Fig. 1: run 1, signal wires by layer
Scale bar: 20 microns. Two of the layers only.
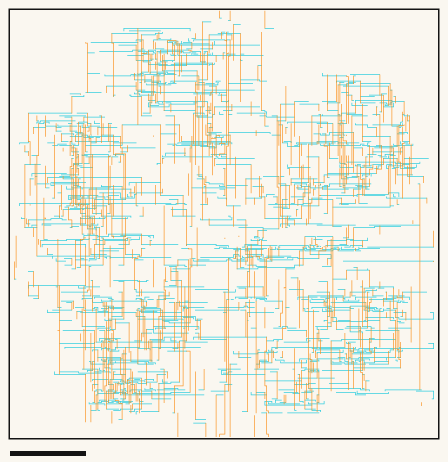
Fig. 2: run 1, metal 3
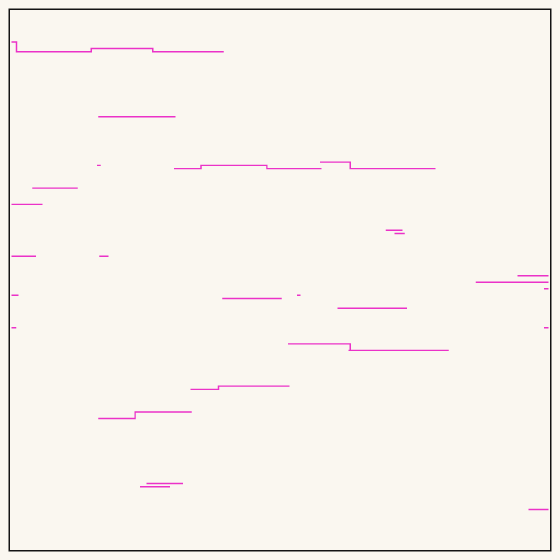
Fig. 3: run 1, metal 2
Scale bar: 20 microns.
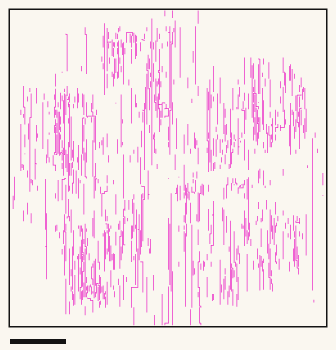
## config.mk

```make
export PLATFORM = sky130hd
export DESIGN_NAME = btn_cond
export DESIGN_NICKNAME = d
export VERILOG_FILES = /design/src/rtl/btn_cond.sv
export SDC_FILE = /design/constraint.sdc
export NUM_CORES = 1
export LEC_CHECK = 0
export CAP_MARGIN = 10
export CORE_UTILIZATION = 40
export CTS_BUF_LIST = sky130_fd_sc_hd__clkbuf_2 sky130_fd_sc_hd__clkbuf_4 sky130_fd_sc_hd__clkbuf_8
export DETAILED_ROUTE_END_ITERATION = 7
export PLACE_DENSITY = 0.55
export SETUP_SLACK_MARGIN = 0.05
export SLEW_MARGIN = 20
export SYNTH_ARGS = -nofsm -noshare
export SYNTH_HDL_FRONTEND = slang
export SYNTH_SLANG_ARGS = --single-unit
export TNS_END_PERCENT = 50
```

## constraint.sdc

```tcl
create_clock -name clk -period 2.1 [get_ports clk]
set_clock_uncertainty 0.05 [all_clocks]
set_input_delay 0.315 -clock clk [delete_from_list [all_inputs] [get_ports clk]]
set_output_delay 0.315 -clock clk [all_outputs]
set_load 0.05 [all_outputs]
```

## src/rtl/btn_cond.sv

```systemverilog
// btn_cond: per-button sync + debounce + press detect, then a one-deep event slot
// under valid/ack. Define BTN_REPEAT_EN to compile in hold-to-repeat presses.

module btn_cond_lane #(
   parameter logic [15:0] DB_CYCLES = 16'd20000
) (
   input  logic clk,
   input  logic rst_n,
   input  logic raw,
   output logic lvl,
   output logic press
);
   logic [1:0]  sync_ff;
   logic [15:0] db_cnt;
   logic        lvl_d;

   always_ff @(posedge clk or negedge rst_n) begin
      if (!rst_n) begin
         sync_ff <= '0;
         db_cnt  <= '0;
         lvl     <= 1'b0;
         lvl_d   <= 1'b0;
      end else begin
         sync_ff <= {sync_ff[0], raw};
         lvl_d   <= lvl;
         if (sync_ff[1] == lvl) begin
            db_cnt <= '0;
         end else if (db_cnt == DB_CYCLES - 16'd1) begin
            lvl    <= sync_ff[1];
            db_cnt <= '0;
         end else begin
            db_cnt <= db_cnt + 16'd1;
         end
      end
   end

   assign press = lvl & ~lvl_d;
endmodule

module btn_cond #(
   parameter int          N_BTN      = 5,
   parameter logic [15:0] DB_CYCLES  = 16'd20000,
   parameter logic [19:0] REP_DELAY  = 20'd250000,
   parameter logic [19:0] REP_PERIOD = 20'd60000
) (
   input  logic             clk,
   input  logic             rst_n,
   input  logic [N_BTN-1:0] btn_raw,
   output logic [N_BTN-1:0] btn_lvl,
   output logic [N_BTN-1:0] evt_code,
   output logic             evt_valid,
   input  logic             evt_ack,
   output logic             evt_ovf
);
   logic [N_BTN-1:0] press, win, press_code;
   logic             real_any, multi, press_vld, slot_free, accept, drop;

   for (genvar i = 0; i < N_BTN; i++) begin : g_lane
      btn_cond_lane #(.DB_CYCLES(DB_CYCLES)) u_lane (
         .clk   (clk),
         .rst_n (rst_n),
         .raw   (btn_raw[i]),
         .lvl   (btn_lvl[i]),
         .press (press[i])
      );
   end

   // Lowest set bit wins; any other simultaneous press is a drop.
   assign win      = press & (~press + N_BTN'(1));
   assign real_any = |press;
   assign multi    = |(press & ~win);

`ifdef BTN_REPEAT_EN
   localparam int IW = (N_BTN > 1) ? $clog2(N_BTN) : 1;

   typedef enum logic [1:0] {IDLE, WAIT1, REPT} rep_st_t;
   rep_st_t        rep_st, rep_st_nxt;
   logic [19:0]    rep_cnt, rep_cnt_nxt, rep_lim;
   logic [IW-1:0]  rep_idx, rep_idx_nxt, win_idx;
   logic           syn_q, syn_set, rep_held, syn_eff;

   always_comb begin
      win_idx = '0;
      for (int i = N_BTN - 1; i >= 0; i--)
         if (press[i]) win_idx = IW'(i);
   end

   assign rep_held = btn_lvl[rep_idx];
   assign rep_lim  = (rep_st == WAIT1) ? REP_DELAY : REP_PERIOD;

   always_comb begin
      rep_st_nxt  = rep_st;
      rep_cnt_nxt = rep_cnt;
      rep_idx_nxt = rep_idx;
      syn_set     = 1'b0;
      if (real_any) begin
         rep_st_nxt  = WAIT1;
         rep_cnt_nxt = '0;
         rep_idx_nxt = win_idx;
      end else if (rep_st != IDLE) begin
         if (!rep_held) begin
            rep_st_nxt  = IDLE;
            rep_cnt_nxt = '0;
         end else if (rep_cnt == rep_lim - 20'd1) begin
            rep_st_nxt  = REPT;
            rep_cnt_nxt = '0;
            syn_set     = 1'b1;
         end else begin
            rep_cnt_nxt = rep_cnt + 20'd1;
         end
      end
   end

   always_ff @(posedge clk or negedge rst_n) begin
      if (!rst_n) begin
         rep_st  <= IDLE;
         rep_cnt <= '0;
         rep_idx <= '0;
         syn_q   <= 1'b0;
      end else begin
         rep_st  <= rep_st_nxt;
         rep_cnt <= rep_cnt_nxt;
         rep_idx <= rep_idx_nxt;
         syn_q   <= syn_set;
      end
   end

   // Registered synthetic press lands one cycle after the count match; a real
   // press or a release in that cycle cancels it.
   assign syn_eff    = syn_q & ~real_any & rep_held;
   assign press_code = real_any ? win : (N_BTN'(1) << rep_idx);
   assign press_vld  = real_any | syn_eff;
`else
   assign press_code = win;
   assign press_vld  = real_any;
`endif

   assign slot_free = !evt_valid || evt_ack;
   assign accept    = evt_valid && evt_ack;
   assign drop      = multi || (press_vld && !slot_free);

   always_ff @(posedge clk or negedge rst_n) begin
      if (!rst_n) begin
         evt_code  <= '0;
         evt_valid <= 1'b0;
         evt_ovf   <= 1'b0;
      end else begin
         if (press_vld && slot_free) begin
            evt_code  <= press_code;
            evt_valid <= 1'b1;
         end else if (accept) begin
            evt_valid <= 1'b0;
         end
         if (drop)        evt_ovf <= 1'b1;
         else if (accept) evt_ovf <= 1'b0;
      end
   end
endmodule

```

==> CHANGELOG.md, run 1 <==
### Implementation results

- Area fraction of the dominant cell type after synthesis: 54.2%
- Hold Crit Depth: 0
- Critical-path maximum fanout: 5
- Uppermost layer routed: met4
- Synthesized Nets: 494
- Top cells excl fill/tap: 107 x sky130_fd_sc_hd__dfrtp_1, 85 x sky130_fd_sc_hd__nor2_1, 53 x sky130_fd_sc_hd__xnor2_1
- Antenna diode instance count: 0
- Area fraction in xor and xnor cells: 12.4%
- Boundary Pins: 20
- Clock tree from TritonCTS: built
- Clock insertion delay at the later pin of the skew report: 0.37 ns
- Post-synth mux share: 1.52%
- Required time at the worst-slack endpoint: 2.32 ns
- Dominant register cell: sky130_fd_sc_hd__dfrtp_1
- Share of the core filled with cells in the final layout: 46.9%
- Total CTS buffers: 9
- Hold worst-path end: g_lane[0].u_lane.sync_ff[1]
- Number of remaining DRC errors: 0
- Area occupied by multi-input gates: 2110 sq um
- Final clock period utilization by the worst path: 94.6%
- Clock tree root buffer cell: sky130_fd_sc_hd__clkbuf_8
- Start point of the worst hold path: g_lane[0].u_lane.sync_ff[0]
- Most frequent logic cell in the layout: sky130_fd_sc_hd__dfrtp_1
- Leakage power: 0.00238 uW
- Max transition margin: 65.1%
- Maximum count of clock buffers along a single path: 2
- Register bit total from synthesis: 107
- Number of distinct library cell variants in the gate-level netlist after synthesis: 40
- Min-delay worst type: flip-flop to flip-flop
- Worst flop-to-flop path endpoint: g_lane[2].u_lane.lvl
- Min setup slack post-route: 0.114 ns
- Post-placement setup slack: 0.0648 ns
- Met1 Routed Length: 4270 microns
- Maximum clock frequency: 503 MHz
- Number of buffer cells added on primary ports: 19
- Average instance area after synthesis: 10.3 sq um
- Simple share: 24.5%
- H-tree Lvls: 3
- Register area share after synthesis: 54.2%
- Post-route ant nets: 0
- Setup Viol. Count Final: 0
- Number of cells on the worst reg-to-reg path: 3
- Length of the first detailed-routing pass in iterations: 4
- Logic family by area: simple AND/OR/NAND/NOR gates
- Yosys stat area: 4940 sq um
- VDD IR max: 0.354 mV
- Outcome: complete, no violations
## Picture notes: Fig. 1
- met1: cyan (wire length 4,270 microns)
- met2: orange (wire length 4,010 microns)
global-route usage over all layers: 15.4%
total wire length: 8700 microns
wire length per cell after detailed routing: 12.9 microns

## Picture notes: Fig. 2
- wire length on this layer: 293 microns
- main direction: horizontal
- longest straight run: 20.7 microns
- nets with wire on the layer: 18
- share of all routed wire: 3.4%
met3 track demand over resource: 5.14%
via count: 3,387

## Picture notes: Fig. 3
- share of all routed wire: 46%
- nets with wire on the layer: 424
met2 usage: 23.9%

==> run 1: metal layers <==
layer | vias to the layer above | track usage [%]
met3 | 10 | 5.14
met2 | 38 | 23.9
li1 | 1731 | -
met1 | 1608 | 20.3
met5 | - | 0
met4 | 0 | 5.18
==> run 1: stage by stage <==
stage	hold WS, ns	total power (uW)
floorplan	-0.0306	2230
global placement	0.250	2300
detailed placement	0.252	2310
CTS	0.305	3580
global route	0.297	3690
finish	0.308	3510
==> run 1: repair_timing <==
action,CTS,global route
buffers inserted,0,2
gates resized,2,7
hold buffers,1,0
endpoints found under the hold margin,30,0
endpoints found under the setup margin,4,47
pin swaps,0,1
==> run 1: state kept, by name (all words and copies together), names as in the netlist <==
name and count:
evt_valid 1, evt_ovf 1, g_lane.u_lane.sync_ff 10, g_lane.u_lane.lvl_d 5
g_lane.u_lane.db_cnt 80, g_lane.u_lane.lvl 5, evt_code 5
==> run 1: cell type report <==
| cell class | count | share of cell area (%) |
|---|---|---|
| clock buffer | 10 | 2.33 |
| clock inverter | 6 | 1.11 |
| inverter | 19 | 1.27 |
| multi-input combinational | 340 | 37.4 |
| sequential | 107 | 47.5 |
| tap | 147 | 3.26 |
| timing repair buffer | 45 | 7.10 |
==> run 1: worst max-delay path, cell delays in order (launching register included) <==
cell and delay (ns):
sky130_fd_sc_hd__dfrtp_1 0.42, sky130_fd_sc_hd__or4_1 0.53, sky130_fd_sc_hd__or4_4 0.58, sky130_fd_sc_hd__mux2_4 0.31
==> run 1: power by group <==
part / switching (uW) / internal [uW] / total, uW
registers: 31.8 / 2090 / 2120
logic: 88.5 / 53.3 / 142
clock network: 678 / 567 / 1250
total: 799 / 2710 / 3510
==> run 2: changes to the inputs <==
--- a/config.mk
+++ b/config.mk
@@ -6,6 +6,7 @@
 export NUM_CORES = 1
 export LEC_CHECK = 0
 export CAP_MARGIN = 10
+export CORE_MARGIN = 2
 export CORE_UTILIZATION = 40
 export CTS_BUF_LIST = sky130_fd_sc_hd__clkbuf_2 sky130_fd_sc_hd__clkbuf_4 sky130_fd_sc_hd__clkbuf_8
 export DETAILED_ROUTE_END_ITERATION = 7
@@ -15,4 +16,4 @@
 export SYNTH_ARGS = -nofsm -noshare
 export SYNTH_HDL_FRONTEND = slang
 export SYNTH_SLANG_ARGS = --single-unit
-export TNS_END_PERCENT = 50
+export TNS_END_PERCENT = 100
Fig. 4: run 2, signal wires by layer
Scale bar: 20 microns. Two of the layers only.
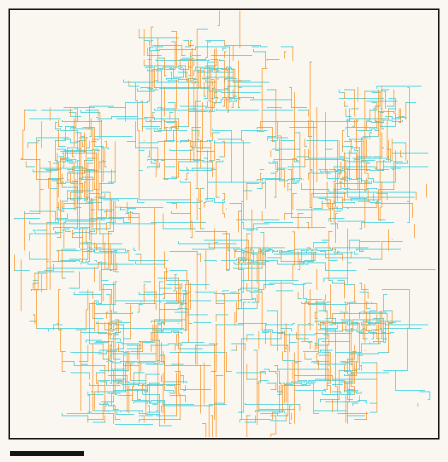
total wire length: 9020 microns
wire length per cell after detailed routing: 13.4 microns
global-route usage over all layers: 15.1%
via count: 3,435

==> run 2 against run 1 <==
Flip-flop count stayed put. Sequential share of layout area is 0.053 points lower. Non-clock buffer count is 1 lower. Synthesized area stayed put. Via count is 1.4% higher. Global-route usage is 0.28 points lower. Cell count is 0.15% lower. Count of clock-buffer cells in the layout stayed put. Critical path type unchanged.
==> CHANGELOG.md, run 2 <==
### Implementation results

- Outcome: complete, no violations
- Top cells excl fill/tap: 107 x sky130_fd_sc_hd__dfrtp_1, 85 x sky130_fd_sc_hd__nor2_1, 53 x sky130_fd_sc_hd__xnor2_1
- Required time at the worst-slack endpoint: 2.33 ns (about the same)
- # hold bufs at CTS: 1 (unchanged)
- Clock tree from TritonCTS: built
- Min-delay worst type: input port to flip-flop
- Uppermost layer routed: met4
- Power in combinational cells: 146 uW (+3%)
- Leading power group: registers
- Power attributed to sequential cells: 2120 uW (about the same)
- Max transition margin: 62.3% (-2.8 points)
- Total CTS buffers: 9 (unchanged)
- Antenna diode instance count: 0 (unchanged)
- Post-route ant nets: 0 (unchanged)
- Maximum count of clock buffers along a single path: 2 (unchanged)
- Grt peak-use layer: met2
- Yosys stat area: 4940 sq um (unchanged)
- Synthesized Nets: 494 (unchanged)
- Boundary Pins: 20 (unchanged)
- Leakage power: 0.00235 uW (-1.0%)
- Setup Buffers After CTS: 0 (unchanged)
- H-tree Lvls: 3 (unchanged)
==> run 2: netlist changes by cell type in the layout (fill, tap and decap cells not counted), sizes merged <==
cell           previous run  this run
clkdlybuf4s50            14        13
buf                      26        25
dlymetal6s2s              2         0
dlygate4sd2               2         5
==> run 2: logic make-up (layout without fill, tap and decap cells) <==
group	Yosys count	count (layout)	synth area share [%]
simple gates	237	237	24.5
buf+inv	34	79	3.47
xor+xnor	70	70	12.4
mux	6	6	1.52
fa+ha+maj	5	5	1.27
compound gates	22	22	2.63
flops	107	107	54.2
==> run 2: critical path: stages (launching register included) <==
cell,delay (ns)
sky130_fd_sc_hd__dfrtp_1,0.43
sky130_fd_sc_hd__or4_1,0.54
sky130_fd_sc_hd__or4_4,0.58
sky130_fd_sc_hd__mux2_4,0.31
==> run 2: layout make-up <==
type                       instances  area, sq um
fill                            1126         6370
sequential                       107         2680
multi-input combinational        340         2100
timing repair buffer              44          397
tap                              147          184
clock buffer                      10          138
clock inverter                     6         72.6
inverter                          19         71.3
==> run 2: final timing paths <==
check	to	slack (ns)
setup / recovery	g_lane[2].u_lane.lvl	0.09
min in group asynchronous	g_lane[0].u_lane.db_cnt[5]	0.39
hold / removal	g_lane[4].u_lane.sync_ff[0]	0.30
setup reg to reg	g_lane[2].u_lane.lvl	0.09
hold reg to reg	g_lane[1].u_lane.sync_ff[1]	0.31
max in group asynchronous	g_lane[2].u_lane.lvl	1.03
==> run 2: metrics by stage <==
stage | worst slack [ns] | hold WS, ns | cells
3_3_place_gp | 0.115 | 0.280 | 656
6_report | 0.0903 | 0.305 | 673
5_1_grt | 0.0520 | 0.284 | 673
3_5_place_dp | 0.0807 | 0.286 | 656
4_1_cts | 0.0659 | 0.285 | 673
2_1_floorplan | 0.164 | -0.0306 | 481
==> run 3: changes to the inputs <==
--- a/config.mk
+++ b/config.mk
@@ -7,10 +7,10 @@
 export LEC_CHECK = 0
 export CAP_MARGIN = 10
 export CORE_MARGIN = 2
-export CORE_UTILIZATION = 40
+export CORE_UTILIZATION = 63
 export CTS_BUF_LIST = sky130_fd_sc_hd__clkbuf_2 sky130_fd_sc_hd__clkbuf_4 sky130_fd_sc_hd__clkbuf_8
 export DETAILED_ROUTE_END_ITERATION = 7
-export PLACE_DENSITY = 0.55
+export PLACE_DENSITY = 0.81
 export SETUP_SLACK_MARGIN = 0.05
 export SLEW_MARGIN = 20
 export SYNTH_ARGS = -nofsm -noshare
Fig. 5: run 3, supply network
Scale bar: 20 microns. Pins as bars on the die edge.
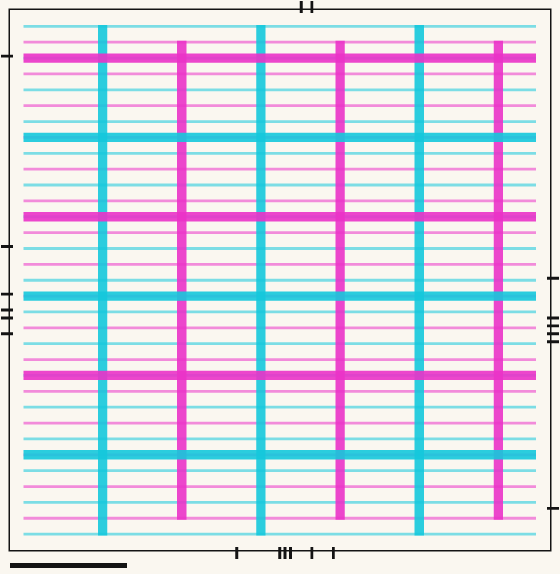
- VSS: cyan
- VDD: magenta
- met1 rails: 33
- signal pins: 20
- rows: 32
- met5 straps: 6
- met4 straps: 6
Die Y: 92.6 microns
VDD IR max: 0.441 mV
standard cell core area: 7650 sq um
DIE WIDTH: 92.6 microns

==> run 3 against run 2 <==
Utilization grew 25 points. Die area shrank 35%. Register-to-register slack is essentially flat. Global-route usage grew 8.0 points. Non-clock buffer count shrank 8. Routed wire length grew 2.1%.
==> CHANGELOG.md, run 3 <==
### Implementation results

- Outcome: complete, no violations
- Power in combinational cells: 141 uW (-3%)
- Final Non-Filler Cells: 619 (-8.0%)
- FF+latch area: 2680 sq um (unchanged)
- Via count: 3,508 (+2.1%)
- Placed instance count: 601 (-8.4%)
- Kind of cell adding the most delay to the critical path: simple AND/OR/NAND/NOR gates
- Total CTS buffers: 9 (unchanged)
- Combined buffer and inverter count along the critical path: 0 (unchanged)
- H-tree Lvls: 3 (unchanged)
- Power attributed to sequential cells: 2120 uW (about the same)
- Layout filler cell count: 541 (-52%)
- Synthesized Nets: 494 (unchanged)
- Top cells excl fill/tap: 107 x sky130_fd_sc_hd__dfrtp_1, 85 x sky130_fd_sc_hd__nor2_1, 53 x sky130_fd_sc_hd__xnor2_1
- Grt peak-use layer: met2
- Cell at the slowest stage of the critical path: sky130_fd_sc_hd__or4_4
- Area occupied by multi-input gates: 2110 sq um (+0.54%)
- Antenna diode instance count: 0 (unchanged)
- Area fraction in xor and xnor cells: 12.4% (unchanged)
- Total wire length: 9210 microns (+2.1%)
- Wire length per cell after detailed routing: 14.9 microns (+11%)
- Post-synth mux share: 1.52% (unchanged)
- Logic family by area: simple AND/OR/NAND/NOR gates
- Required time at the worst-slack endpoint: 2.31 ns (-0.02 ns)
- Complex-gate fraction of the synthesized area: 2.63% (unchanged)
- Min-delay worst type: flip-flop to flip-flop
- Clock tree from TritonCTS: built
- Leakage power: 0.00233 uW (-0.80%)
- Boundary Pins: 20 (unchanged)
run 3: cell count changes in the layout (fill, tap and decap cells not counted), moves of 2 or more:
| cell | delta |
|---|---|
| sky130_fd_sc_hd__clkinv_4 | -2 |
| sky130_fd_sc_hd__buf_4 | -7 |
| sky130_fd_sc_hd__clkdlybuf4s50_1 | +2 |
| sky130_fd_sc_hd__dlygate4sd2_1 | -3 |
run 3: metrics by stage:
stage	power [uW]	setup WS (ns)	hold WS (ns)	instance area, sq um
CTS	3680	0.0534	0.307	5510
finish	3650	0.0768	0.305	5540
floorplan	2230	0.164	-0.0306	4940
global placement	2300	0.140	0.197	5270
global route	3780	0.0436	0.316	5540
detailed placement	2310	0.0840	0.207	5270
run 3: path summary, 6_finish.rpt:
kind / endpoint / slack, ns
max: g_lane[4].u_lane.lvl / 0.08
min: g_lane[1].u_lane.sync_ff[1] / 0.30
max reg2reg: g_lane[4].u_lane.lvl / 0.08
min reg2reg: g_lane[1].u_lane.sync_ff[1] / 0.30
max in group asynchronous: g_lane[2].u_lane.db_cnt[12] / 0.92
min in group asynchronous: g_lane[4].u_lane.db_cnt[14] / 0.35
run 3: final cells by class:
cell class	instances	area share, %
flip-flops and latches	107	48.3
inverters	19	1.29
well taps	102	2.30
clock inverters	4	1.33
clock buffers	11	2.62
multi-input cells	340	38.2
repair buffers	36	5.96
run 3: what timing repair did:
item	in CTS	in global routing
pin swaps	0	0
hold buffers	1	0
endpoints found under the hold margin	25	0
cloned	0	0
setup buffers	0	2
gates resized	3	5
setup endpoints to repair	10	31
run 3: per-layer routing:
layer,vias to the layer above,part of all wire [%]
met2,65,50
met1,1729,46
met5,-,0
met3,13,2.9
met4,0,1.3
li1,1701,-
Power is estimated from default activity; no workload was simulated.
